**src/rtl/uart_tx_ctrl.sv**
```systemverilog
// uart_tx_ctrl: 8N1 RS232 transmitter, LSB first, idle line high.
// A frame is a start bit (0), eight data bits from a shift register
// loaded when the request is accepted, and a stop bit (1). Each bit
// lasts BAUD_DIV clocks. A one-clock DONE state follows the stop bit
// and raises done_o.
//
// Handshake: tx_start_i is a level request. It is accepted on a rising
// clk edge when the FSM is in IDLE, or on the DONE exit edge so that a
// held request sends frames back-to-back with exactly one idle clock
// between them. At the accepting edge tx_data_i is copied into the shift
// register. While busy_o=1 the request is ignored and never queued.
//
// All outputs come from flops or straight from the state register.
// fsm_state mirrors the state register for observation.

module uart_tx_ctrl #(
  parameter int BAUD_DIV = 434
) (
  input  logic       clk,
  input  logic       rst,
  input  logic [7:0] tx_data_i,
  input  logic       tx_start_i,
  output logic       tx_o,
  output logic       busy_o,
  output logic       done_o,
  output logic [2:0] fsm_state
);

  // Baud counter width; a 1-bit counter still works for BAUD_DIV == 2.
  localparam int BW = (BAUD_DIV > 2) ? $clog2(BAUD_DIV) : 1;
  localparam logic [BW-1:0] BAUD_LAST = BW'(BAUD_DIV - 1);

  typedef enum logic [2:0] {
    S_IDLE  = 3'd0,
    S_START = 3'd1,
    S_DATA  = 3'd2,
    S_STOP  = 3'd3,
    S_DONE  = 3'd4
  } state_t;

  state_t        state;
  logic [BW-1:0] baud_cnt;
  logic [2:0]    bit_cnt;
  logic [7:0]    shift_reg;

  logic          baud_last;
  logic [7:0]    shift_next;
  logic          accept;

  // Terminal count of the current bit slot.
  assign baud_last  = (baud_cnt == BAUD_LAST);
  // Shift register contents after the current data bit has been sent.
  assign shift_next = {1'b0, shift_reg[7:1]};
  // A request is taken in IDLE or on the single DONE clock.
  assign accept     = tx_start_i && ((state == S_IDLE) || (state == S_DONE));
  // Expose the state register for observation.
  assign fsm_state  = state;

  // Control FSM with counters, shift register and registered outputs.
  always_ff @(posedge clk or posedge rst) begin
    if (rst) begin
      state     <= S_IDLE;
      baud_cnt  <= '0;
      bit_cnt   <= '0;
      shift_reg <= '0;
      tx_o      <= 1'b1;
      busy_o    <= 1'b0;
      done_o    <= 1'b0;
    end else begin
      done_o <= 1'b0;
      if (accept) begin
        // Latch the byte and drive the start bit from this edge on.
        shift_reg <= tx_data_i;
        baud_cnt  <= '0;
        bit_cnt   <= '0;
        state     <= S_START;
        tx_o      <= 1'b0;
        busy_o    <= 1'b1;
      end else begin
        case (state)
          S_IDLE: begin
            tx_o   <= 1'b1;
            busy_o <= 1'b0;
          end
          S_START: begin
            if (baud_last) begin
              baud_cnt <= '0;
              state    <= S_DATA;
              tx_o     <= shift_reg[0];
            end else begin
              baud_cnt <= baud_cnt + BW'(1);
            end
          end
          S_DATA: begin
            if (baud_last) begin
              baud_cnt  <= '0;
              shift_reg <= shift_next;
              // bit_cnt wraps 7 -> 0 as the last data bit ends.
              bit_cnt   <= bit_cnt + 3'd1;
              if (bit_cnt == 3'd7) begin
                state <= S_STOP;
                tx_o  <= 1'b1;
              end else begin
                tx_o  <= shift_next[0];
              end
            end else begin
              baud_cnt <= baud_cnt + BW'(1);
            end
          end
          S_STOP: begin
            tx_o <= 1'b1;
            if (baud_last) begin
              baud_cnt <= '0;
              state    <= S_DONE;
              done_o   <= 1'b1;
            end else begin
              baud_cnt <= baud_cnt + BW'(1);
            end
          end
          S_DONE: begin
            // No pending request: return to IDLE and drop busy.
            state  <= S_IDLE;
            tx_o   <= 1'b1;
            busy_o <= 1'b0;
          end
          default: begin
            // Unreachable encodings fall back to a clean idle line.
            state    <= S_IDLE;
            baud_cnt <= '0;
            bit_cnt  <= '0;
            tx_o     <= 1'b1;
            busy_o   <= 1'b0;
          end
        endcase
      end
    end
  end

endmodule

```
**config.mk**
```make
export PLATFORM = sky130hd
export DESIGN_NAME = uart_tx_ctrl
export DESIGN_NICKNAME = d
export VERILOG_FILES = /design/src/rtl/uart_tx_ctrl.sv
export SDC_FILE = /design/constraint.sdc
export NUM_CORES = 1
export LEC_CHECK = 0
export CORE_MARGIN = 5
export CORE_UTILIZATION = 54
export DETAILED_ROUTE_END_ITERATION = 12
export HOLD_SLACK_MARGIN = 0.08
export PLACE_DENSITY = 0.88
export RECOVER_POWER = 50
export SLEW_MARGIN = 20
export SYNTH_ARGS = -nofsm -noshare
export SYNTH_HDL_FRONTEND = slang
export SYNTH_SLANG_ARGS = --single-unit
```
**constraint.sdc**
```tcl
create_clock -name clk -period 2.4 [get_ports clk]
set_input_delay 0.36 -clock clk [delete_from_list [all_inputs] [get_ports clk]]
set_output_delay 0.36 -clock clk [all_outputs]
set_load 0.1 [all_outputs]
```
io_fan.png
Drawn at 4 px/µm.
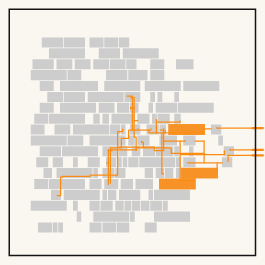
orange -> fsm_state  # bits 3, direction output, edge right, end cells 3, buffers 3, wire 251 µm
quantity of I/O buffers inserted on ports: 16
ports placed on the boundary: 17

placement.png
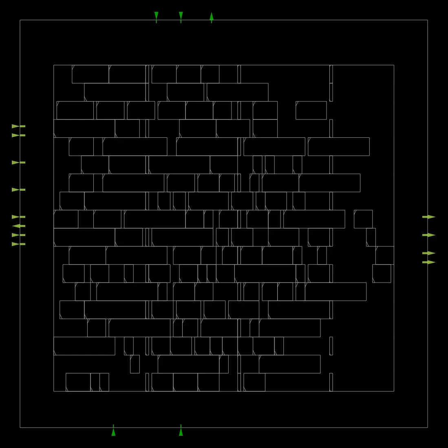
Well Taps: 30
Std-Cell Core Area: 2500 µm²
Seq area share: 0.411

layer_met2.png
Drawn at 8 px/µm.
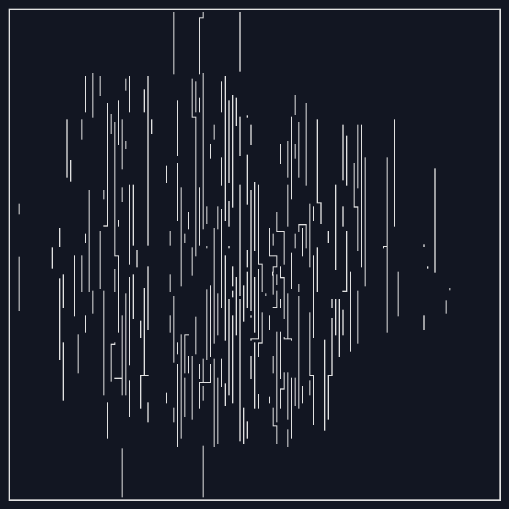
wire length on this layer = 1250 µm
share of all routed wire = 48%
Total Wirelength: 2600 µm
via count: 937

[power breakdown]
group / switching, W / internal, W / total (W) / leakage, nW
clock network: 0.000130 / 0.0000930 / 0.000223 / 0.0210
registers: 0.0000844 / 0.000516 / 0.000600 / 0.331
logic: 0.000138 / 0.000125 / 0.000263 / 0.407
total: 0.000352 / 0.000734 / 0.00109 / 0.758
[layout make-up]
type / count / area [µm²] / share of cell area
inverter: 6 / 22.5 / 0.0142
multi-input combinational: 82 / 694 / 0.437
clock buffer: 4 / 36.3 / 0.0229
sequential: 26 / 652 / 0.411
timing repair buffer: 17 / 145 / 0.0914
tap: 30 / 37.5 / 0.0236
[Yosys cell counts, types with 4 or more instances]
master,number
dfrtp_1,25
mux2_1,6
nor2_1,11
ha_1,4
mux2_4,8
xor2_1,8
nand4_1,5
buf_6,4
inv_1,6
nand2_1,4
[cells by family after synthesis]
logic type                 synth area share
xor gates and xnor gates             0.0496
muxes                                 0.163
adders and majority gates            0.0354
DFF                                   0.461
AOI/OAI and AO/OA                    0.0752
buffers and inverters                0.0478
and+or+nand+nor                       0.168
[worst paths after layout]
check	startpoint	to	slack (ns)	depth (start not counted)
setup / recovery	baud_cnt[1]$_DFFE_PP0P_	shift_reg[0]$_DFFE_PP0P_	0.38	6
hold / removal	shift_reg[4]$_DFFE_PP0P_	shift_reg[4]$_DFFE_PP0P_	0.52	1
setup reg to reg	baud_cnt[1]$_DFFE_PP0P_	shift_reg[0]$_DFFE_PP0P_	0.38	6
hold reg to reg	shift_reg[4]$_DFFE_PP0P_	shift_reg[4]$_DFFE_PP0P_	0.52	1
max in group asynchronous	rst	bit_cnt[2]$_DFFE_PP0P_	0.69	3
min in group asynchronous	rst	busy_o$_DFFE_PP0P_	0.90	3
==> COMMIT_EDITMSG <==
Record implementation results from latest flow run

- Slew of the pin with the lowest slew margin: around 1.4 ns
- Cell-by-cell trace of the critical path: inv_1 -> ha_1 -> and2_0 -> and3_1 -> a21oi_4 -> mux2_4
* Post-synth area hogs: dfrtp_1 44%, mux2_4 8.5%, xor2_1 5.0%, mux2_1 4.8%, ha_1 3.5%
- After detailed routing, the average wire length per cell comes to between 15 and 20 µm.
- VDD IR max: roughly 0.6 mV
* Max Root-Sink Buffers: 2
- Combined global-route utilization of all metal layers: 0.159
- Maximum fanout count along the critical path: 8
- RSZ-0062 raised after global routing: no
- Nets still carrying antenna violations after routing amount to 0.
- Clock latency on the worst-skew pair, taken at its later pin, is between 0.3 and 0.4 ns.
* Warnings from Yosys: 0
- Worst hold-check path type: flop to flop
- The final timing summary puts the cycle share of the worst path at 0.843.
- Looking at the clock tree report, the H-tree level count equals 1.
- Number of gates resized after cts: 0
* Number of inserted filler cells in the final layout: between 200 and 250
* Power density normalized to cell area: a little under 700 nW/µm²
- The number of antenna violations at the first check in global routing was 0.
- Via count of the first global-routing pass: 961
- Met2 WL post-DR: between 1000 and 1500 µm
- For this run, the share of the core covered by cells in the final layout is 0.635.
* Result of the run: completed
- Clock edge transition at the registers on the reported setup and hold paths: 0.14 ns
- Chip area: 3740 µm²
* Met2 global-route usage: 0.257
- The register with the most flip-flops in the layout has 9 of them.
- Yosys mapped a number of flops with a built-in enable equal to 0.
- Layout Skew: 0.0122 ns
- In this run the clock root is driven by a clkbuf_4.
- The placement stage leaves a total instance area of 1560 µm².
- Counting the buffers created by CTS gives 3.
* Static Leakage: 0.758 nW
* Ratio of routed vias to standard cells: 5.68
- The critical path is of the flop to flop type.
- Minimum setup slack after placement: around 0.43 ns
- Hold Fails Final Rpt: 0
- For this run, the top clock speed supported by timing is 494 MHz.
* Cell Area, Synth: 1410 µm²
- After the last flow step, the layout net total stands at ~150.
- The number of setup buffers added after CTS is 0.
* Endpoint kind of the worst setup timing path: flop
* Area of the synthesized netlist per yosys stat: roughly 1400 µm²
* Setup-violating endpoint count in the final report: 0
- Distinct lib cells used: 41
* Number of slew-limit violations in the final report: 0
Power is estimated from default activity; no workload was simulated.
